<file path="src/rtl/instr_fetch_buffer_if.sv">
// Bundle of the memory-side fetch handshake, redirect and decode-side instruction handshake.
// master is the fetch buffer; slave is the environment (memory + core).
interface instr_fetch_buffer_if;
    logic        imem_req;
    logic [31:0] imem_addr;
    logic        imem_gnt;
    logic        imem_rvalid;
    logic [31:0] imem_rdata;
    logic        redirect;
    logic [31:0] redirect_pc;
    logic        instr_valid;
    logic [31:0] instr_code;
    logic [31:0] instr_pc;
    logic        instr_ready;

    modport master (
        output imem_req, imem_addr, instr_valid, instr_code, instr_pc,
        input  imem_gnt, imem_rvalid, imem_rdata, redirect, redirect_pc, instr_ready
    );

    modport slave (
        input  imem_req, imem_addr, instr_valid, instr_code, instr_pc,
        output imem_gnt, imem_rvalid, imem_rdata, redirect, redirect_pc, instr_ready
    );
endinterface

</file>
<file path="src/rtl/instr_fetch_buffer.sv">
// Instruction prefetch buffer: issues in-order word fetches, tags each response with its
// request address, queues it for decode, and flushes stale responses after a redirect.
module instr_fetch_buffer #(
    parameter int unsigned DEPTH    = 4,
    parameter logic [31:0] RESET_PC = 32'h0000_0000
) (
    input  logic                   clk,
    input  logic                   rst,
    instr_fetch_buffer_if.master   bus
);
    localparam int unsigned PTR_W = (DEPTH > 1) ? $clog2(DEPTH) : 1;
    localparam int unsigned CNT_W = PTR_W + 1;
    localparam logic [CNT_W:0] DEPTH_L = (CNT_W + 1)'(DEPTH);

    typedef enum logic {FETCH, FLUSH} state_e;

    state_e             state_q, state_d;
    logic [31:0]        pc_q, pc_d;
    logic [CNT_W-1:0]   out_q, out_d;
    logic [CNT_W-1:0]   count_q, count_d;
    logic [PTR_W-1:0]   wptr_q, wptr_d;
    logic [PTR_W-1:0]   rptr_q, rptr_d;
    logic [PTR_W-1:0]   aq_wptr_q, aq_wptr_d;
    logic [PTR_W-1:0]   aq_rptr_q, aq_rptr_d;
    logic               req_q, req_d;
    logic               valid_q, valid_d;
    logic [31:0]        code_q, code_d;
    logic [31:0]        ipc_q, ipc_d;

    logic [31:0] data_mem [DEPTH];
    logic [31:0] tag_mem  [DEPTH];
    logic [31:0] aq_mem   [DEPTH];

    logic             gnt_fire;
    logic             rsp_fire;
    logic             push;
    logic             pop;
    logic [31:0]      rsp_addr;
    logic [CNT_W-1:0] remain;

    assign gnt_fire = bus.imem_req && bus.imem_gnt;
    // Responses with nothing outstanding are stray (e.g. from before a reset) and are dropped.
    assign rsp_fire = bus.imem_rvalid && (out_q != '0);
    assign push     = rsp_fire && (state_q == FETCH) && !bus.redirect;
    assign pop      = valid_q && bus.instr_ready;
    assign rsp_addr = aq_mem[aq_rptr_q];
    assign remain   = count_q - CNT_W'(pop);

    always_comb begin
        state_d   = state_q;
        pc_d      = pc_q;
        out_d     = out_q;
        count_d   = count_q;
        wptr_d    = wptr_q;
        rptr_d    = rptr_q;
        aq_wptr_d = aq_wptr_q;
        aq_rptr_d = aq_rptr_q;
        code_d    = code_q;
        ipc_d     = ipc_q;

        case ({gnt_fire, rsp_fire})
            2'b10:   out_d = out_q + CNT_W'(1);
            2'b01:   out_d = out_q - CNT_W'(1);
            default: out_d = out_q;
        endcase

        if (gnt_fire) begin
            pc_d      = pc_q + 32'd4;
            aq_wptr_d = aq_wptr_q + PTR_W'(1);
        end
        if (rsp_fire) begin
            aq_rptr_d = aq_rptr_q + PTR_W'(1);
        end

        if (bus.redirect) begin
            pc_d    = bus.redirect_pc & ~32'h3;
            count_d = '0;
            wptr_d  = '0;
            rptr_d  = '0;
            state_d = (out_d != '0) ? FLUSH : FETCH;
        end else begin
            case ({push, pop})
                2'b10:   count_d = count_q + CNT_W'(1);
                2'b01:   count_d = count_q - CNT_W'(1);
                default: count_d = count_q;
            endcase
            if (push) wptr_d = wptr_q + PTR_W'(1);
            if (pop)  rptr_d = rptr_q + PTR_W'(1);
            if ((state_q == FLUSH) && (out_d == '0)) state_d = FETCH;
        end

        // Head registers: bypass the incoming word when it lands in an otherwise empty FIFO.
        if (count_d != '0) begin
            if (remain == '0) begin
                code_d = bus.imem_rdata;
                ipc_d  = rsp_addr;
            end else begin
                code_d = data_mem[rptr_d];
                ipc_d  = tag_mem[rptr_d];
            end
        end

        valid_d = (count_d != '0);
        req_d   = (state_d == FETCH) && (({1'b0, count_d} + {1'b0, out_d}) < DEPTH_L);
    end

    always_ff @(posedge clk) begin
        if (push) begin
            data_mem[wptr_q] <= bus.imem_rdata;
            tag_mem[wptr_q]  <= rsp_addr;
        end
        if (gnt_fire) begin
            aq_mem[aq_wptr_q] <= pc_q;
        end
    end

    always_ff @(posedge clk or negedge rst) begin
        if (!rst) begin
            state_q   <= FETCH;
            pc_q      <= RESET_PC & ~32'h3;
            out_q     <= '0;
            count_q   <= '0;
            wptr_q    <= '0;
            rptr_q    <= '0;
            aq_wptr_q <= '0;
            aq_rptr_q <= '0;
            req_q     <= 1'b0;
            valid_q   <= 1'b0;
            code_q    <= '0;
            ipc_q     <= '0;
        end else begin
            state_q   <= state_d;
            pc_q      <= pc_d;
            out_q     <= out_d;
            count_q   <= count_d;
            wptr_q    <= wptr_d;
            rptr_q    <= rptr_d;
            aq_wptr_q <= aq_wptr_d;
            aq_rptr_q <= aq_rptr_d;
            req_q     <= req_d;
            valid_q   <= valid_d;
            code_q    <= code_d;
            ipc_q     <= ipc_d;
        end
    end

    // A redirect must silence the request in the same cycle it arrives.
    assign bus.imem_req    = req_q && !bus.redirect;
    assign bus.imem_addr   = pc_q;
    assign bus.instr_valid = valid_q;
    assign bus.instr_code  = code_q;
    assign bus.instr_pc    = ipc_q;
endmodule

</file>
<file path="src/flat_wrapper.sv">
// flat-port wrapper written by rule: the top's interface ports become plain ports
module instr_fetch_buffer_flat 
#(
    parameter int unsigned DEPTH    = 4,
    parameter logic [31:0] RESET_PC = 32'h0000_0000
)
  (clk, rst, bus_imem_req, bus_imem_addr, bus_instr_valid, bus_instr_code, bus_instr_pc, bus_imem_gnt, bus_imem_rvalid, bus_imem_rdata, bus_redirect, bus_redirect_pc, bus_instr_ready);
  instr_fetch_buffer_if bus_i ();
  input  logic clk;
  input  logic rst;
  output wire logic [$bits(bus_i.imem_req)-1:0] bus_imem_req;
  output wire logic [$bits(bus_i.imem_addr)-1:0] bus_imem_addr;
  output wire logic [$bits(bus_i.instr_valid)-1:0] bus_instr_valid;
  output wire logic [$bits(bus_i.instr_code)-1:0] bus_instr_code;
  output wire logic [$bits(bus_i.instr_pc)-1:0] bus_instr_pc;
  input wire logic [$bits(bus_i.imem_gnt)-1:0] bus_imem_gnt;
  input wire logic [$bits(bus_i.imem_rvalid)-1:0] bus_imem_rvalid;
  input wire logic [$bits(bus_i.imem_rdata)-1:0] bus_imem_rdata;
  input wire logic [$bits(bus_i.redirect)-1:0] bus_redirect;
  input wire logic [$bits(bus_i.redirect_pc)-1:0] bus_redirect_pc;
  input wire logic [$bits(bus_i.instr_ready)-1:0] bus_instr_ready;
  assign bus_imem_req = bus_i.imem_req;
  assign bus_imem_addr = bus_i.imem_addr;
  assign bus_instr_valid = bus_i.instr_valid;
  assign bus_instr_code = bus_i.instr_code;
  assign bus_instr_pc = bus_i.instr_pc;
  assign bus_i.imem_gnt = bus_imem_gnt;
  assign bus_i.imem_rvalid = bus_imem_rvalid;
  assign bus_i.imem_rdata = bus_imem_rdata;
  assign bus_i.redirect = bus_redirect;
  assign bus_i.redirect_pc = bus_redirect_pc;
  assign bus_i.instr_ready = bus_instr_ready;
  instr_fetch_buffer #(.DEPTH(DEPTH), .RESET_PC(RESET_PC)) u_core (.clk(clk), .rst(rst), .bus(bus_i));
endmodule
</file>
<file path="config.mk">
export PLATFORM = sky130hd
export DESIGN_NAME = instr_fetch_buffer_flat
export DESIGN_NICKNAME = d
export VERILOG_FILES = /design/src/rtl/instr_fetch_buffer_if.sv /design/src/rtl/instr_fetch_buffer.sv /design/src/flat_wrapper.sv
export SDC_FILE = /design/constraint.sdc
export NUM_CORES = 1
export LEC_CHECK = 0
export CAP_MARGIN = 20
export CORE_AREA = 2 2 180 200
export CTS_CLUSTER_DIAMETER = 150
export DETAILED_ROUTE_END_ITERATION = 8
export DIE_AREA = 0 0 182 202
export GPL_TIMING_DRIVEN = 0
export HOLD_SLACK_MARGIN = 0.06
export PLACE_DENSITY = 0.76
export SLEW_MARGIN = 30
export SYNTH_ARGS = -nofsm -noshare
export SYNTH_HDL_FRONTEND = slang
export SYNTH_SLANG_ARGS = --single-unit
</file>
<file path="constraint.sdc">
create_clock -name clk -period 4.6 [get_ports clk]
set_clock_uncertainty 0.2 [all_clocks]
set_input_delay 1.38 -clock clk [delete_from_list [all_inputs] [get_ports clk]]
set_output_delay 1.38 -clock clk [all_outputs]
set_load 0.005 [all_outputs]
</file>
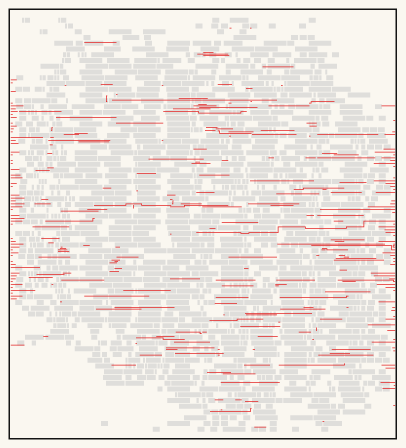
(run_1/layer_met3.png)
main direction = horizontal
nets with wire on the layer = 230
wire length on this layer = 2690 um
share of all routed wire = 6.3%
longest straight run = 77.5 um

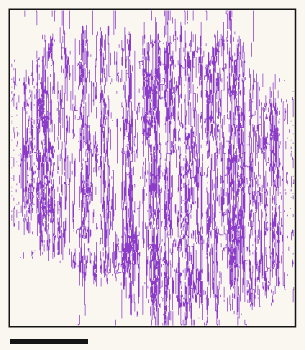
(run_1/layer_met2.png)
The bar under the picture is 50 um long.
main direction = vertical
wire length on this layer = 21.5 mm
longest straight run = 117 um
share of all routed wire = 51%
nets with wire on the layer = 1287

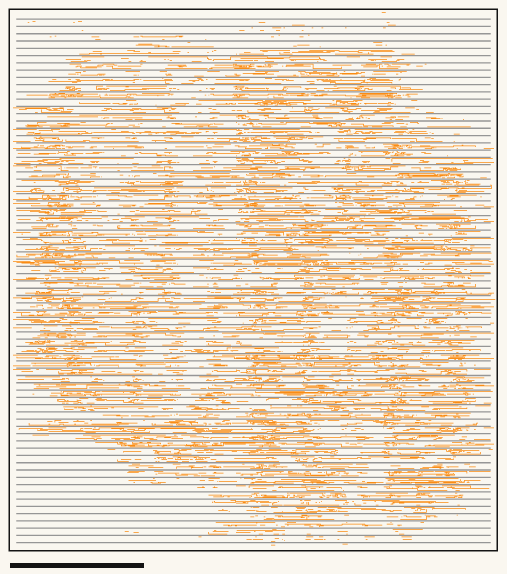
(run_1/layer_met1.png)
The bar under the picture is 50 um long. Supply wires on this layer in grey.
nets with wire on the layer = 1389
longest straight run = 50.6 um
main direction = horizontal
share of all routed wire = 41%

==> commit_impl_results.txt, run 1 <==
Store results of the implementation flow

- Result of the run: complete, no violations
- In the Yosys report the total cell count is approximately 1.2k.
- The most common logic cells in the final layout are sky130_fd_sc_hd__edfxtp_1, sky130_fd_sc_hd__clkdlybuf4s50_1, sky130_fd_sc_hd__dfrtp_1.
- Summed over its instances, the top area cell type makes up 58.4% of the synthesized netlist area.
- Warnings raised by the tools during the run amount to 34.
- Final Hold Fails: 0
- The number of cells on the worst reg-to-reg path is 13.
- Post-synthesis sequential area ratio: between 70% and 80%
- The last timing report of the flow puts the setup violation total at 0.
- According to the hold report, the worst path is of the flop to flop type.
- Count of antenna-violating nets left after detailed routing: 0
- The initial antenna violation count is 0.
- Buffers inserted during clock tree synthesis total 45.
* Per-cell via count in the routed design: around 6
- Post-Syn Area: 18900 sq um
- Counting only logic cells after layout, the most numerous master is sky130_fd_sc_hd__edfxtp_1.
- Final net count: 1504
* Full die area: around 37000 sq um
* Maximum number of pins on one net before global-route repair: ~66
- Pwr dens: 543 nW/um^2
* Hold Path Depth: 1
* Post-route core utilization: 65.6%
- OpenROAD reports that the post-layout worst path occupies 98.8% of the period.
- Die X: 182 um
- Input/output buffers: about 160
- In this run the number of H-tree levels came out at 2.
## run 1: cell type report
type | instances | area [sq um]
Tap cell | 444 | 556
Fill cell | 2406 | 12000
Buffer | 77 | 343
Sequential cell | 477 | 13800
Clock buffer | 64 | 1280
Inverter | 16 | 60.1
Timing Repair Buffer | 175 | 1850
Multi-Input combinational cell | 626 | 4840
Clock inverter | 17 | 90.1
## run 1: metrics by stage
stage          power (mW)  hold slack (ns)
3_5_place_dp         8.95            0.302
4_1_cts              12.4            0.316
3_3_place_gp         8.82            0.293
6_report             12.4            0.309
5_1_grt              12.9            0.321
2_1_floorplan        7.43            0.279
## run 1: critical path, stage by stage
cell,delay [ns]
sky130_fd_sc_hd__clkdlybuf4s50_1,0.49
sky130_fd_sc_hd__clkbuf_4,0.25
sky130_fd_sc_hd__nor3_4,0.21
sky130_fd_sc_hd__inv_1,0.07
sky130_fd_sc_hd__ha_1,0.24
sky130_fd_sc_hd__fa_1,0.44
sky130_fd_sc_hd__xnor2_2,0.19
sky130_fd_sc_hd__o211a_1,0.26
sky130_fd_sc_hd__or2_2,0.32
sky130_fd_sc_hd__ha_1,0.28
sky130_fd_sc_hd__or3_1,0.35
sky130_fd_sc_hd__a311oi_2,0.27
## run 1: how the worst max path moves through the flow
stage                            start                               endpoint  slack [ns]  depth (start not counted)
after floorplan           bus_redirect  u_core.bus.instr_code[10]$_DFFE_PN0P_        0.24                         11
after global placement             rst   u_core.bus.imem_addr[10]$_DFFE_PN0N_       -2.81                          1
after detailed placement  bus_redirect   u_core.bus.instr_code[0]$_DFFE_PN0P_       -1.51                         12
after CTS                 bus_redirect                           bus_imem_req        0.02                          5
after global routing      bus_redirect                 u_core.req_q$_DFF_PN0_       -0.05                         12
final                     bus_redirect                 u_core.req_q$_DFF_PN0_        0.05                         12
## run 1: state kept, by name, summed over array words and instances, names as in the netlist, 3 cells and up
register,flops
u_core.out_q,3
u_core.aq_mem,120
u_core.bus.instr_pc,30
u_core.tag_mem,120
u_core.bus.imem_addr,30
u_core.data_mem,128
u_core.count_q,3
u_core.bus.instr_code,32
## run 1: report_power, final
| group | internal [mW] | total (mW) | switching (mW) |
|---|---|---|---|
| Combinational | 1.59 | 3.33 | 1.74 |
| Clock | 1.93 | 3.45 | 1.52 |
| Sequential | 5.27 | 5.60 | 0.334 |
## run 1: timing repair
action / in CTS / in global routing
endpoints found under the setup margin: 65 / 63
resized: 13 / 21
gates cloned: 0 / 0
setup buffers: 3 / 1
pin swaps: 1 / 1
endpoints found under the hold margin: 0 / 0
## run 1: routing by layer
metal	GRT usage, %	routed length (um)
met1	31.5	17500
met2	39.4	21500
met3	3.78	2690
met5	0	0
met4	7.11	937
## run 1: logic make-up after synthesis
kind of cell    after synthesis  synth area share (%)
compound gates              225                  8.58
xor+xnor                     35                  1.62
fa+ha+maj                    16                  1.14
buf+inv                      93                  2.00
flops                       477                  72.8
mux                         100                  7.29
other cells                   1                0.0198
simple gates                246                  6.58
==> run_1/congestion.png <==
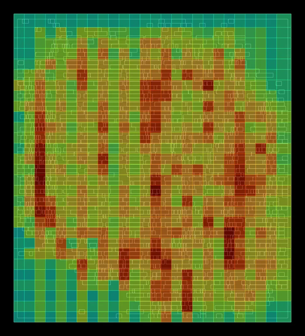

--- run 2 (diff from run 1) ---
Settings changed: CELL_PAD_IN_SITES_DETAIL_PLACEMENT from default to 1, CELL_PAD_IN_SITES_GLOBAL_PLACEMENT from default to 1, CORE_AREA 2 2 180 200 to 2 2 191 212, DIE_AREA 0 0 182 202 to 0 0 193 214, PLACE_DENSITY 0.76 to default, PLACE_DENSITY_LB_ADDON from default to 0.1.
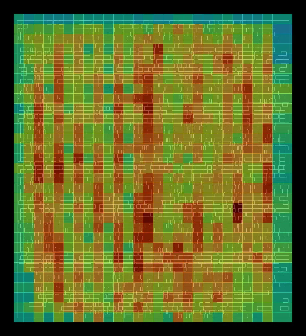
(run_2/congestion.png)
post-route core utilization: 59.5%
global routing met1 resource utilization: 30.2%
WL/cell: 24.7 um
most used routing layer in global routing: met2
GR Layer Usage met3: 3.10%

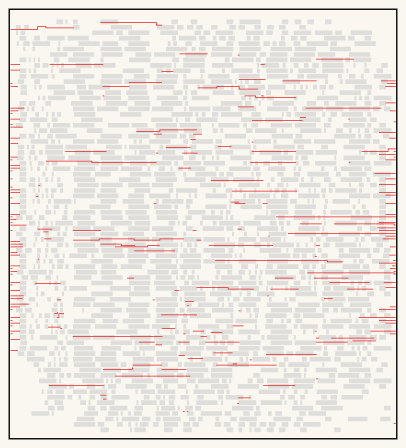
(run_2/layer_met3.png)
share of all routed wire = 4.1%
main direction = horizontal
nets with wire on the layer = 161

==> run 2 against run 1 <==
Compared with the run above:
- critical path depth unchanged
- clock power increased by 16%
- utilization decreased by 6.1 points
- sequential cell count unchanged
- non-clock buffer count increased by 3
- final area increased by 1.7%
- first-iteration DRC count decreased by 45%
- power increased by 5.2%
- critical path type unchanged
- largest power group unchanged
- highest routed layer unchanged
==> commit_impl_results.txt, run 2 <==
Store results of the implementation flow

- Result of the run: complete, no violations (unchanged)
- Leading cell types by count after synthesis: sky130_fd_sc_hd__edfxtp_1, sky130_fd_sc_hd__dfrtp_1, sky130_fd_sc_hd__nand2_1, sky130_fd_sc_hd__and3_1, sky130_fd_sc_hd__mux2i_1 (unchanged).
- The internal cell power is 9.22 mW (was 8.79 mW).
- Count of antenna-violating nets left after detailed routing: 0 (unchanged)
- The most common cell after layout, fill and taps aside was sky130_fd_sc_hd__edfxtp_1 (unchanged).
- The via-per-instance ratio was 5.77 (was 6.01).
- Combinational Power Share: 26.3% (was 26.9%)
- Full die area: 41300 sq um (was 36800 sq um)
- Share of Yosys cell area claimed by the top area cell type: 58.4% (unchanged)
- Fraction of power consumed by sequential logic: 43.1% (was 45.2%)
- Maximum Capacitance Violations: 0 (unchanged)
* Final Non-Filler Cells: 1969 (was 1896)
- The proportion of layout cells with a drive suffix above 1 was 12.5% (was 10.8%).
- Biggest registers after layout: u_core.data_mem x128, u_core.aq_mem x120, u_core.tag_mem x120 (unchanged)
* Top layer reached by signal wires: met4 (unchanged)
* Maximum number of pins on one net before global-route repair: 69 (was 66)
- Top library cells by usage in the layout, fill and taps aside: sky130_fd_sc_hd__edfxtp_1, sky130_fd_sc_hd__clkdlybuf4s50_1, sky130_fd_sc_hd__dfrtp_1 (unchanged).
- Detailed-route wire length on metal 1: 20.1 mm (was 17.5 mm)
- The count of endpoints failing setup in the final report was 0 (unchanged).
- GRT Overall Usage: 23.8% (was 23.3%)
- The classification of the worst-slack hold path is flop to flop (unchanged).
* Pwr dens: 562 nW/um^2 (was 543 nW/um^2)
- The horizontal extent of the die came to 193 um (was 182 um).
- The deepest level of the CTS H-tree is 2 (unchanged).
- The clock insertion delay at the later pin of the skew report was 0.56 ns (was 0.55 ns).
- The worst slack on hold paths was 0.314 ns (was 0.309 ns).
* Cts bufs inserted: 48 (was 45)
* Final Hold Fails: 0 (unchanged)
- The number of flip-flops in the largest register is 128 (unchanged).
* Number of OpenROAD warnings: 34 (unchanged)
- Post-synthesis sequential area ratio: 72.8% (unchanged)
- The final net count is 1510 (was 1504).
* Length of routed met3 wiring: 1.98 mm (was 2.69 mm)
- The yosys stat cell total is 1193 (unchanged).
* Post-layout period usage of the worst path: 97.0% (was 98.8%)
- The routed length on met2 is 25.6 mm (was 21.5 mm).
* Worst vdd rail ir drop: 329 uV (was 332 uV)
* Post-Syn Area: 18900 sq um (unchanged)
- The register containing the most flip-flops in the final layout was u_core.data_mem (unchanged).
- Clock Tree Root: sky130_fd_sc_hd__clkbuf_16 (unchanged)
- Input/output buffers: 161 (unchanged)
* Leakage: 8.71 nW (was 8.53 nW)
- The initial antenna violation count came to 0 (unchanged).
## run 2: layer usage
layer  track usage [%]  vias to the layer above
li1                  -                     5111
met1              30.2                     5899
met2              42.7                      292
met3              3.10                       67
met4              6.11                        0
met5                 0                        -
## run 2: critical path, cell delays in order
cell	delay (ns)
sky130_fd_sc_hd__clkdlybuf4s50_1	0.47
sky130_fd_sc_hd__o31ai_2	0.14
sky130_fd_sc_hd__nor3_4	0.23
sky130_fd_sc_hd__inv_1	0.08
sky130_fd_sc_hd__ha_1	0.22
sky130_fd_sc_hd__fa_1	0.40
sky130_fd_sc_hd__xnor2_1	0.19
sky130_fd_sc_hd__o211a_1	0.27
sky130_fd_sc_hd__or2_2	0.35
sky130_fd_sc_hd__ha_1	0.31
sky130_fd_sc_hd__or3_1	0.36
sky130_fd_sc_hd__a311oi_2	0.30
## run 2: cells by family after synthesis
group,synth area share [%]
compound gates,8.58
xor+xnor,1.62
fa+ha+maj,1.14
buf+inv,2.00
flops,72.8
mux,7.29
other cells,0.0198
simple gates,6.58
## run 2: power groups by stage
stage	sequential, mW	combinational (mW)	clock (mW)
CTS	5.62	3.46	4.04
global placement	5.69	3.24	0
global route	5.66	3.72	4.21
floorplan	5.60	1.84	0
detailed placement	5.69	3.39	0
finish	5.61	3.43	3.99
## run 2: final timing paths
check	from	to	slack (ns)	cells after the start
worst max-delay path	bus_imem_rvalid	u_core.req_q$_DFF_PN0_	0.14	12
worst min-delay path	u_core.bus.instr_pc[5]$_DFFE_PN0P_	u_core.bus.instr_pc[5]$_DFFE_PN0P_	0.31	1
worst max register to register	u_core.out_q[1]$_DFF_PN0_	u_core.bus.instr_pc[27]$_DFFE_PN0P_	0.86	13
worst min register to register	u_core.bus.instr_pc[5]$_DFFE_PN0P_	u_core.bus.instr_pc[5]$_DFFE_PN0P_	0.31	1
max in group asynchronous	rst	u_core.bus.imem_addr[9]$_DFFE_PN0N_	2.95	2
min in group asynchronous	rst	u_core.bus.instr_code[11]$_DFFE_PN0P_	0.52	1
## run 2: timing repair
action                                  CTS  global route
setup buffers                             3             4
endpoints found under the setup margin   65            62
pin swaps                                 1             2
gates resized                            16            25
gates cloned                              0             0
hold buffers                              0             0
## run 2: per-stage QoR
stage / power [mW] / TNS, ns / util, % / area, sq um
6_report: 13.0 / 0 / 59.5 / 23200
5_1_grt: 13.6 / 0 / 59.5 / 23200
4_1_cts: 13.1 / 0 / 59.3 / 23100
3_5_place_dp: 9.08 / -104.29 / 55.0 / 21400
3_3_place_gp: 8.93 / -749.94 / 54.3 / 21200
2_1_floorplan: 7.43 / 0 / - / 18900
## run 2: cell type report
cell class | instances | area, sq um
fill | 3644 | 15800
inverter | 16 | 60.1
sequential | 477 | 13800
tap | 507 | 634
clock inverter | 30 | 317
multi-input combinational | 626 | 4840
clock buffer | 58 | 1300
timing repair buffer | 178 | 1900
buffer | 77 | 347
Power is estimated from default activity; no workload was simulated.
